[src/rtl/ili9341_pkg.sv]
// ili9341_pkg: command codes and decode FSM states shared by the ILI9341 serial receiver
package ili9341_pkg;
  localparam logic [7:0] CMD_CASET = 8'h2A;
  localparam logic [7:0] CMD_PASET = 8'h2B;
  localparam logic [7:0] CMD_RAMWR = 8'h2C;
  typedef enum logic [2:0] {IDLE, CASET, PASET, RAMWR, IGNORE} rx_state_t;
endpackage

[src/rtl/ili9341_spi_deser.sv]
// ili9341_spi_deser: syncs tft_cs/dc/clk/din to sysclk, shifts MSB-first bytes out as byte_valid/byte_data/byte_dc (abort with ILI_RX_STATS_EN)
module ili9341_spi_deser (
  input  logic       sysclk,
  input  logic       rst,
  input  logic       tft_cs,
  input  logic       tft_dc,
  input  logic       tft_clk,
  input  logic       tft_din,
`ifdef ILI_RX_STATS_EN
  output logic       abort,
`endif
  output logic       byte_valid,
  output logic [7:0] byte_data,
  output logic       byte_dc
);
  logic [1:0] cs_s, dc_s, clk_s, din_s;
  logic       clk_d, cs_d, rise, shift, done;
  logic [2:0] cnt;
  logic [6:0] sr;
  assign rise  = clk_s[1] & ~clk_d;
  assign shift = rise & ~(cs_s[1] & cs_d);
  assign done  = shift & (cnt == 3'd7);
`ifdef ILI_RX_STATS_EN
  assign abort = cs_s[1] & ~shift & (cnt != 3'd0);
`endif
  always_ff @(posedge sysclk or posedge rst)
    if (rst) begin
      cs_s       <= 2'b11;
      dc_s       <= '0;
      clk_s      <= '0;
      din_s      <= '0;
      clk_d      <= 1'b0;
      cs_d       <= 1'b1;
      cnt        <= '0;
      sr         <= '0;
      byte_valid <= 1'b0;
      byte_data  <= '0;
      byte_dc    <= 1'b0;
    end else begin
      cs_s       <= {cs_s[0], tft_cs};
      dc_s       <= {dc_s[0], tft_dc};
      clk_s      <= {clk_s[0], tft_clk};
      din_s      <= {din_s[0], tft_din};
      clk_d      <= clk_s[1];
      cs_d       <= cs_s[1];
      byte_valid <= done;
      cnt        <= shift ? cnt + 3'd1 : cs_s[1] ? 3'd0 : cnt;
      if (shift) sr <= {sr[5:0], din_s[1]};
      if (done) begin
        byte_data <= {sr, din_s[1]};
        byte_dc   <= dc_s[1];
      end
    end
endmodule

[src/rtl/ili9341_spi_rx.sv]
// ili9341_spi_rx: ILI9341 panel model decoding CASET/PASET/RAMWR into cmd_valid/cmd_byte and pix_valid/pix_x/pix_y/pix_data (ILI_RX_STATS_EN adds stat_bytes/stat_aborts)
module ili9341_spi_rx
  import ili9341_pkg::*;
#(
  parameter int WIDTH  = 240,
  parameter int HEIGHT = 320
) (
  input  logic                      sysclk,
  input  logic                      rst,
  input  logic                      tft_cs,
  input  logic                      tft_dc,
  input  logic                      tft_clk,
  input  logic                      tft_din,
  output logic                      cmd_valid,
  output logic [7:0]                cmd_byte,
  output logic                      pix_valid,
  output logic [$clog2(WIDTH)-1:0]  pix_x,
  output logic [$clog2(HEIGHT)-1:0] pix_y,
`ifdef ILI_RX_STATS_EN
  output logic [31:0]               stat_bytes,
  output logic [15:0]               stat_aborts,
`endif
  output logic [15:0]               pix_data
);
  localparam int XW = $clog2(WIDTH);
  localparam int YW = $clog2(HEIGHT);
  localparam logic [15:0] W = 16'(WIDTH);
  localparam logic [15:0] H = 16'(HEIGHT);
  rx_state_t   state, state_nx;
  logic        bv, bdc, phase;
  logic [7:0]  bd, e_hi, hi;
  logic [1:0]  pcnt;
  logic [15:0] s_stage, sc, ec, sp, ep, x, y;
  logic        is_cmd, is_par, commit, pix_fire, in_win;
  logic [15:0] e_new, e_fix, x_nx, y_nx;
`ifdef ILI_RX_STATS_EN
  logic        abort;
`endif
  ili9341_spi_deser u_deser (
    .sysclk    (sysclk),
    .rst       (rst),
    .tft_cs    (tft_cs),
    .tft_dc    (tft_dc),
    .tft_clk   (tft_clk),
    .tft_din   (tft_din),
`ifdef ILI_RX_STATS_EN
    .abort     (abort),
`endif
    .byte_valid(bv),
    .byte_data (bd),
    .byte_dc   (bdc)
  );
  always_ff @(posedge sysclk or posedge rst)
    if (rst) state <= IDLE;
    else state <= state_nx;
  always_comb begin
    state_nx = state;
    if (is_cmd)
      state_nx = bd == CMD_CASET ? CASET : bd == CMD_PASET ? PASET : bd == CMD_RAMWR ? RAMWR : IGNORE;
    else if (commit)
      state_nx = IGNORE;
  end
  always_comb begin
    is_cmd   = bv & ~bdc;
    is_par   = bv & bdc & (state == CASET || state == PASET);
    commit   = is_par & (pcnt == 2'd3);
    pix_fire = bv & bdc & (state == RAMWR) & phase;
    e_new    = {e_hi, bd};
    e_fix    = e_new < s_stage ? s_stage : e_new;
    in_win   = (x < W) && (y < H);
    x_nx     = x == ec ? sc : x + 16'd1;
    y_nx     = x != ec ? y : y == ep ? sp : y + 16'd1;
  end
  always_ff @(posedge sysclk or posedge rst)
    if (rst) begin
      cmd_valid <= 1'b0;
      cmd_byte  <= '0;
      pix_valid <= 1'b0;
      pix_x     <= '0;
      pix_y     <= '0;
      pix_data  <= '0;
      pcnt      <= '0;
      phase     <= 1'b0;
      s_stage   <= '0;
      e_hi      <= '0;
      hi        <= '0;
      sc        <= '0;
      ec        <= W - 16'd1;
      sp        <= '0;
      ep        <= H - 16'd1;
      x         <= '0;
      y         <= '0;
    end else begin
      cmd_valid <= is_cmd;
      pix_valid <= pix_fire & in_win;
      if (is_cmd) begin
        cmd_byte <= bd;
        pcnt     <= '0;
        phase    <= 1'b0;
        if (bd == CMD_RAMWR) begin
          x <= sc;
          y <= sp;
        end
      end
      if (is_par) begin
        pcnt <= pcnt + 2'd1;
        if (pcnt == 2'd0) s_stage[15:8] <= bd;
        if (pcnt == 2'd1) s_stage[7:0] <= bd;
        if (pcnt == 2'd2) e_hi <= bd;
      end
      if (commit && state == CASET) begin
        sc <= s_stage;
        ec <= e_fix;
      end
      if (commit && state == PASET) begin
        sp <= s_stage;
        ep <= e_fix;
      end
      if (bv && bdc && state == RAMWR) begin
        phase <= ~phase;
        if (!phase) hi <= bd;
      end
      if (pix_fire) begin
        x <= x_nx;
        y <= y_nx;
        if (in_win) begin
          pix_x    <= x[XW-1:0];
          pix_y    <= y[YW-1:0];
          pix_data <= {hi, bd};
        end
      end
    end
`ifdef ILI_RX_STATS_EN
  always_ff @(posedge sysclk or posedge rst)
    if (rst) begin
      stat_bytes  <= '0;
      stat_aborts <= '0;
    end else begin
      if (bv && !(&stat_bytes)) stat_bytes <= stat_bytes + 32'd1;
      if (abort && !(&stat_aborts)) stat_aborts <= stat_aborts + 16'd1;
    end
`endif
endmodule

[config.mk]
export PLATFORM = sky130hd
export DESIGN_NAME = ili9341_spi_rx
export DESIGN_NICKNAME = d
export VERILOG_FILES = /design/src/rtl/ili9341_pkg.sv /design/src/rtl/ili9341_spi_deser.sv /design/src/rtl/ili9341_spi_rx.sv
export SDC_FILE = /design/constraint.sdc
export NUM_CORES = 1
export LEC_CHECK = 0
export CAP_MARGIN = 0
export CORE_ASPECT_RATIO = 1.25
export CORE_MARGIN = 3
export CORE_UTILIZATION = 50
export CTS_BUF_LIST = sky130_fd_sc_hd__clkbuf_8
export DETAILED_ROUTE_END_ITERATION = 16
export DONT_BUFFER_PORTS = 1
export PLACE_DENSITY_LB_ADDON = 0.05
export SETUP_SLACK_MARGIN = 0.15
export SYNTH_ARGS = -nofsm -noshare
export SYNTH_HDL_FRONTEND = slang
export SYNTH_SLANG_ARGS = --single-unit
[constraint.sdc]
create_clock -name sysclk -period 8.5 [get_ports sysclk]
set_input_delay 1.7 -clock sysclk [delete_from_list [all_inputs] [get_ports sysclk]]
set_output_delay 1.7 -clock sysclk [all_outputs]
set_load 0.05 [all_outputs]
==> impl_metrics.ini <==
; implementation run metrics
[setup_path]
reg2regPathDepth = 6
crit_fanout = 2
endpoint = pix_data[3]
crit_start = pix_data[3]$_DFFE_PP0P_
required_ns = 6.80
worst_ep_arrival_time_ns = 1.16

[synthesis]
ys_sh_xor = 0.0334
yosys.area.top_type = dfrtp_1
ys_area_um2 = 9700
synth.area.top_cells = dfrtp_1 (49%), mux2_2 (7.9%), a21oi_1 (5.0%)
ys_top_cells_by_count = dfrtp_1 (190), nand2_1 (117), a21oi_1 (96)
yosys_cells = 920
logic_family = simple AND/OR/NAND/NOR gates
synth_flop_count = 207
edf_count = 0
synth_top_area_share = 0.490

[floorplan]
num_tap_cells = 232
die_y_um = 162
die_x_um = 131

[sta]
period_needed_ns = 2.86
finalHoldViolCount = 0
max_freq_mhz = 349
rsz0062_at_grt = false
timing.final.crit_share = 0.337
setup-violations-final = 0
finalSetupTns_ns = 0
fin_ws_ns = 5.64
finalMaxSlewViolations = 0

[layout]
combGateArea_um2 = 4130
drive_gt1_frac = 0.167
fillerInstances = 1661
n_antenna_cell = 0
comb_cells = 624
buffers = 8

[pwr]
peakVddDrop_mv = 0.132
power_w = 0.00190
pwr_density_cell_nw_per_um2 = 181
seq_power_share = 0.534

[detailed_routing]
ant_nets = 0
viasPerCell = 5.83
drtIter0Drc = 277
dr_wl_met3_um = 963
vias = 6843
drt_wl_total_mm = 22.7

[hold_path]
holdCritPathClass = register to register
min_to = u_deser.clk_s[1]$_DFF_PP0_
min_path_cells = 0

[status]
status = finished, final reports clean

[clock_network]
cts_max_level = 2
clk-insertion-delay-late_ns = 0.51
cts_tree = done

[global_routing]
gr-usage-met3 = 0.0368
grt_pass1_vias = 6918
overflow = 0

[placement]
gp_congestion = 0.841
portBuffers = 0
Figure 1. Routing congestion.
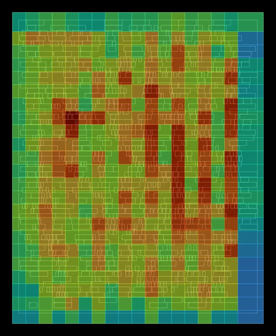
met1 usage: 0.284
total track usage: 0.220
DR WL/cell: 19.3 µm

Figure 2. Local utilization.
13 x 16 tiles, from white (low) to dark blue (high), 0 to 100% covered.
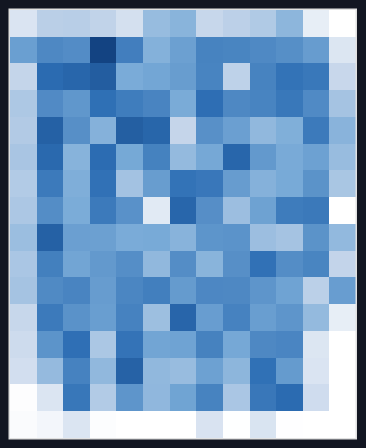
The fullest tile reaches 92%. 6.7% of the tiles are nearly empty. The emptiest ninth of the die: lower right. 7.2% of the tiles are over 75% full. The mean over all tiles is 48%.
utilization after layout: 0.556
FP Util: 0.513
area of the core: 18900 µm²

Figure 3. Gate families picked out.
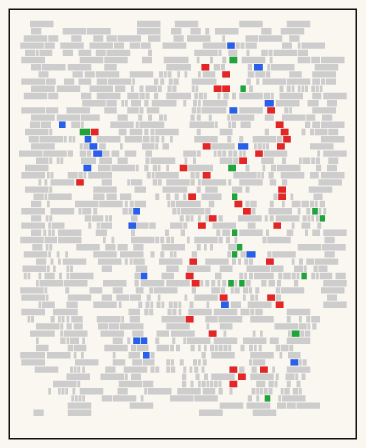
Key: blue = non-inverting ao/oa cells [cells 19, most used a21o_1]; red = xor and xnor cells [cells 37, most used xnor2_1]; green = and/or cells [cells 15, most used and3_1]
Commonest Layout Cell: dfrtp_1
Comb area share: 0.393

